Fig. 1: signal wires by layer
The bar under the picture is 10 um long. Two of the layers only.
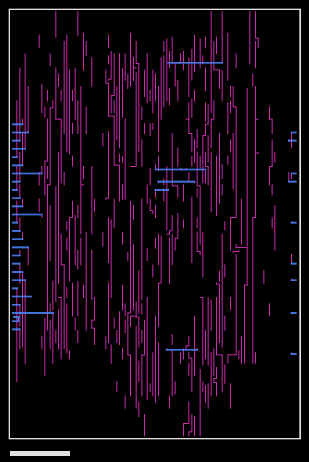
Fig. 2: clock nets
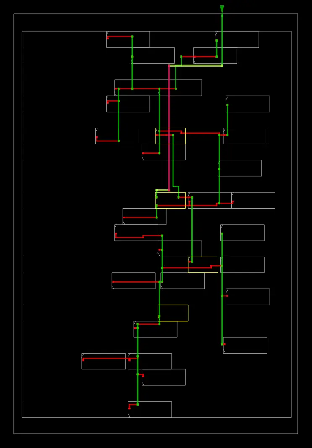
### config.mk
export PLATFORM = sky130hd
export DESIGN_NAME = alu_result_sel
export DESIGN_NICKNAME = d
export VERILOG_FILES = /design/src/rtl/alu_pkg.sv /design/src/rtl/alu_skid_buf.sv /design/src/rtl/alu_result_sel.sv
export SDC_FILE = /design/constraint.sdc
export NUM_CORES = 1
export LEC_CHECK = 0
export ABC_AREA = 1
export CORE_ASPECT_RATIO = 1.5
export CORE_UTILIZATION = 51
export DETAILED_ROUTE_END_ITERATION = 8
export PLACE_DENSITY = 0.85
export SLEW_MARGIN = 20
export SYNTH_ARGS = -nofsm -noshare
export SYNTH_HDL_FRONTEND = slang
export SYNTH_HIERARCHICAL = 1
export SYNTH_SLANG_ARGS = --single-unit
### constraint.sdc
create_clock -name clk -period 1.9 [get_ports clk]
set_input_delay 0.38 -clock clk [delete_from_list [all_inputs] [get_ports clk]]
set_output_delay 0.38 -clock clk [all_outputs]
set_load 0.02 [all_outputs]
### src/rtl/alu_pkg.sv
// Shared constants and status struct for the ALU result selector.
package alu_pkg;

  localparam int unsigned ALU_WIDTH = 8;

  localparam int unsigned CH_CMP   = 0;
  localparam int unsigned CH_LOGIC = 1;
  localparam int unsigned CH_ARITH = 2;

  typedef struct packed {
    logic err;
    logic ovf;
    logic neg;
    logic zero;
  } alu_status_t;

  localparam int unsigned STATUS_W = $bits(alu_status_t);

endpackage

### src/rtl/alu_skid_buf.sv
// Two-entry valid/ready skid buffer; in_ready and out_valid come straight from flops.
module alu_skid_buf #(
  parameter int unsigned WIDTH = 8
) (
  input  logic             clk,
  input  logic             rst,
  input  logic [WIDTH-1:0] in_data,
  input  logic             in_valid,
  output logic             in_ready,
  output logic [WIDTH-1:0] out_data,
  output logic             out_valid,
  input  logic             out_ready
);

  typedef enum logic [1:0] {StEmpty, StOne, StTwo} state_e;

  state_e           state_q, state_d;
  logic [WIDTH-1:0] main_q, main_d;
  logic [WIDTH-1:0] skid_q, skid_d;
  logic             valid_q, ready_q;
  logic             accept, xfer;

  assign accept = in_valid && ready_q;
  assign xfer   = valid_q && out_ready;

  always_comb begin
    state_d = state_q;
    main_d  = main_q;
    skid_d  = skid_q;
    unique case (state_q)
      StEmpty: begin
        if (accept) begin
          main_d  = in_data;
          state_d = StOne;
        end
      end
      StOne: begin
        if (accept && !xfer) begin
          skid_d  = in_data;
          state_d = StTwo;
        end else if (accept && xfer) begin
          main_d = in_data;
        end else if (xfer) begin
          state_d = StEmpty;
        end
      end
      StTwo: begin
        if (xfer) begin
          main_d  = skid_q;
          state_d = StOne;
        end
      end
      default: state_d = StEmpty;
    endcase
  end

  always_ff @(posedge clk) begin
    if (rst) begin
      state_q <= StEmpty;
      main_q  <= '0;
      skid_q  <= '0;
      valid_q <= 1'b0;
      ready_q <= 1'b1;
    end else begin
      state_q <= state_d;
      main_q  <= main_d;
      skid_q  <= skid_d;
      valid_q <= (state_d != StEmpty);
      ready_q <= (state_d != StTwo);
    end
  end

  assign in_ready  = ready_q;
  assign out_valid = valid_q;
  assign out_data  = main_q;

endmodule

### src/rtl/alu_result_sel.sv
// ALU output stage: channel select plus flag generation in front of a skid buffer.
// Optional sticky overflow status is built only when ALU_SEL_STICKY_EN is defined.
module alu_result_sel
  import alu_pkg::*;
#(
  parameter int unsigned WIDTH  = ALU_WIDTH,
  parameter int unsigned NCH    = 3,
  parameter int unsigned OVF_CH = CH_ARITH,
  parameter int unsigned CW     = $clog2(NCH)
) (
  input  logic               clk,
  input  logic               rst,
  input  logic [CW-1:0]      ctrl,
  input  logic [NCH*WIDTH-1:0] ch_data,
  input  logic               ovf_in,
  input  logic               in_valid,
  output logic               in_ready,
  output logic [WIDTH-1:0]   out_data,
  output logic               out_ovf,
  output logic               out_zero,
  output logic               out_neg,
  output logic               out_err,
  output logic               out_valid,
  input  logic               out_ready,
  output logic               sticky_ovf,
  input  logic               clr_sticky
);

  logic [WIDTH-1:0] sel_data;
  logic             legal;
  alu_status_t      sel_status, out_status;
  logic [STATUS_W+WIDTH-1:0] buf_out;
  logic             accept;

  always_comb begin
    sel_data = '0;
    legal    = 1'b0;
    for (int unsigned k = 0; k < NCH; k++) begin
      if (ctrl == CW'(k)) begin
        sel_data = ch_data[k*WIDTH +: WIDTH];
        legal    = 1'b1;
      end
    end
    sel_status.err  = !legal;
    // An out-of-range OVF_CH must not alias onto a real channel after truncation.
    sel_status.ovf  = legal && (OVF_CH < NCH) && (ctrl == CW'(OVF_CH)) && ovf_in;
    sel_status.neg  = sel_data[WIDTH-1];
    sel_status.zero = (sel_data == '0);
  end

  alu_skid_buf #(
    .WIDTH(STATUS_W + WIDTH)
  ) u_skid (
    .clk      (clk),
    .rst      (rst),
    .in_data  ({sel_status, sel_data}),
    .in_valid (in_valid),
    .in_ready (in_ready),
    .out_data (buf_out),
    .out_valid(out_valid),
    .out_ready(out_ready)
  );

  assign {out_status, out_data} = buf_out;
  assign out_ovf  = out_status.ovf;
  assign out_zero = out_status.zero;
  assign out_neg  = out_status.neg;
  assign out_err  = out_status.err;
  assign accept   = in_valid && in_ready;

`ifdef ALU_SEL_STICKY_EN
  logic sticky_q;

  // Set takes priority over clear.
  always_ff @(posedge clk) begin
    if (rst) begin
      sticky_q <= 1'b0;
    end else if (accept && sel_status.ovf) begin
      sticky_q <= 1'b1;
    end else if (clr_sticky) begin
      sticky_q <= 1'b0;
    end
  end

  assign sticky_ovf = sticky_q;
`else
  logic unused_sticky_in;
  assign unused_sticky_in = clr_sticky ^ accept;
  assign sticky_ovf       = 1'b0;
`endif

endmodule

==> results_slide.txt <==
Key Metrics from the Run

Status
  • Status: finished clean

Synthesis
  • Post-synth top flop: dfxtp_1
  • Syn nets: 264
  • Ys cells: 232
  • Multiplexer share of the synthesized area: 0
  • YS chip area: 1620 um2
  • Largest logic family: simple AND/OR/NAND/NOR gates
  • Post-synth top cells: nand2_1 (44), inv_1 (29), dfxtp_1 (28), nand3_1 (28), nor2_1 (16)
  • Yosys simple share: 0.333
  • Syn_area_per_cell: roughly 7 um2
  • AO/OA Area Share: 0.175
  • Area leader share: 0.346
  • Adder share: 0
  • Count leader, synth: nand2_1
  • Top cells by area: dfxtp_1 (35%), nand2_1 (10%), nand3_1 (8.7%), nand3_2 (8.0%), inv_1 (6.7%)
  • Netlist cell types: 23
  • Yosys warns: 6
  • XOR/XNOR Area Share: 0
  • Synth Instances: 232
  • Seq share, synth: 0.346

Place
  • Placed insts: 318
  • Placed Area: 2140 um2
  • DP HPWL: 2450 um
  • RePlAce Congestion: 0.821
  • Worst slack at placement: -0.0755 ns
  • Buffers on Ports: 44

Floorplan
  • FP Util: 0.544
  • Core area: about 3000 um2
  • Row count: 24
  • Die Width: 48.0 um
  • Chip Footprint: 3410 um2
  • Tap cells: 39

Finish
  • ANT cells: 0
  • Non-clock buffering overhead: 0.261
  • Finished Layout Cells: 322
  • Top Layout Cells: nand2_1 (44), clkdlybuf4s50_1 (43), nand3_1 (28), inv_1 (28), dfxtp_1 (28)
  • Fill cell count: 232
  • Final Cell Area: 2200 um2
  • Seq Cell Count: 28
  • Combinational gates: 157
  • Most used logic cell in the final layout: nand2_1
  • Max-area cell class: combinational gates
  • Combinational share of cell area: 0.377
  • Comb. cell area: between 800 and 900 um2
  • Fin nets: 316
  • P&R area growth vs syn: 36.2%
  • Final core occ: 0.741
  • Share of layout cells above drive strength 1: 0.194
  • Bufs w/o clock: ~60

Worst hold path
  • Hold Startpoint: u_skid/skid_q[8]$_SDFFE_PP0N_
  • HP Class: register to register
  • WHS Endpoint: u_skid/skid_q[8]$_SDFFE_PP0N_

Global routing
  • GR met2 Demand/Resource: 0.378
  • GR Util met1: 0.260
  • Vias in the first global route: 1,397
  • GRT Max-Usage Layer: met2
  • Largest net degree at the start of global routing: 27
  • Global-route wire length before repair: 5690 um
  • Initial antenna violation count: 0
  • Global routing usage on met3: 0.0281

Setup path
  • Critical path endpoint category: register
  • Register-to-register setup slack: about 0.63 ns
  • Critical-path top delay cell: clkdlybuf4s50_1
  • Crit path launch: ctrl[1]
  • CP Max Fanout: 8
  • FF-to-FF Start: u_skid/state_q[1]$_SDFF_PP0_
  • Required time of the worst setup path: 2.11 ns
  • CP Capture Point: u_skid/out_data[8]$_SDFFE_PP0P_
  • CP bufs+invs: 2
  • Crit path depth: 11
  • CP peak stage delay: 0.59 ns
  • Arrival time of the worst setup path: 1.89 ns
  • Critical Path Start Type: primary input
  • Worst-path cell chain: clkdlybuf4s50_1 > inv_2 > nand3_1 > nand3_2 > nor2_2 > nand2_1 > nor2_1 > nand2_1 > o21ai_0 > a21oi_2 > nor2_1

Timing
  • Final worst-path cycle share: 0.884
  • Skew final: 0.00421 ns
  • Final worst slack: about 0.22 ns
  • Minimum clock period: 1.68 ns
  • Worst hold slack: 0.453 ns
  • # setup viols final: 0
  • Final Max Slew Viols: 0
  • FMAX: between 500 and 600 MHz
  • Total negative slack: 0 ns
  • RSZ-0062 raised after global routing: false

Clock network
  • Clock Sinks: 28
  • Clock latency at the later pin of the worst-skew pair: ~0.27 ns
  • Post-CTS setup buffer count: 0
  • Root buffer cell: clkbuf_8
  • Clock buffer depth: 2
  • TritonCTS clock tree: yes
  • Hold buffer count at cts: 0

Drt
  • Vias per inst: 4.87
  • Total iterations of the first detailed-routing run: 6
  • Antenna viol nets, final: 0
  • DR top layer: met4
  • Metal3 WL: ~88 um
  • DRT met1 WL: 1310 um

Flow run
  • Tool warnings: 27
  • Max-Cap Viols: 0

Pwr
  • Power Total: 1.58 mW
  • Clock power share: 0.226
  • Combinational fraction of design power: 0.346
  • Biggest consumer: registers
  • Comb pwr: 0.547 mW
  • Sw Ratio: 0.307
  • Sw Pwr: 0.486 mW
  • Seq pwr: 0.678 mW
  • Cell-internal power: 1.10 mW
  • Power per cell area: 718 nW/um2
  • Leak pwr: 0.987 nW
  • Seq pwr share: 0.428
## Picture notes: Fig. 1
magenta -> metal 2  # wire length 1,820 um
blue -> metal 3  # wire length 88.3 um
Via Count: 1,568
Post-Route WL: 3240 um
Overall Global Routing Usage: 0.219
Wirelength per Cell: 10.1 um

## Picture notes: Fig. 2
number of clock buffers in the layout: 4
CTS Buf Count: 3

Power figures rest on the tool's default switching activity, not on a simulated workload.
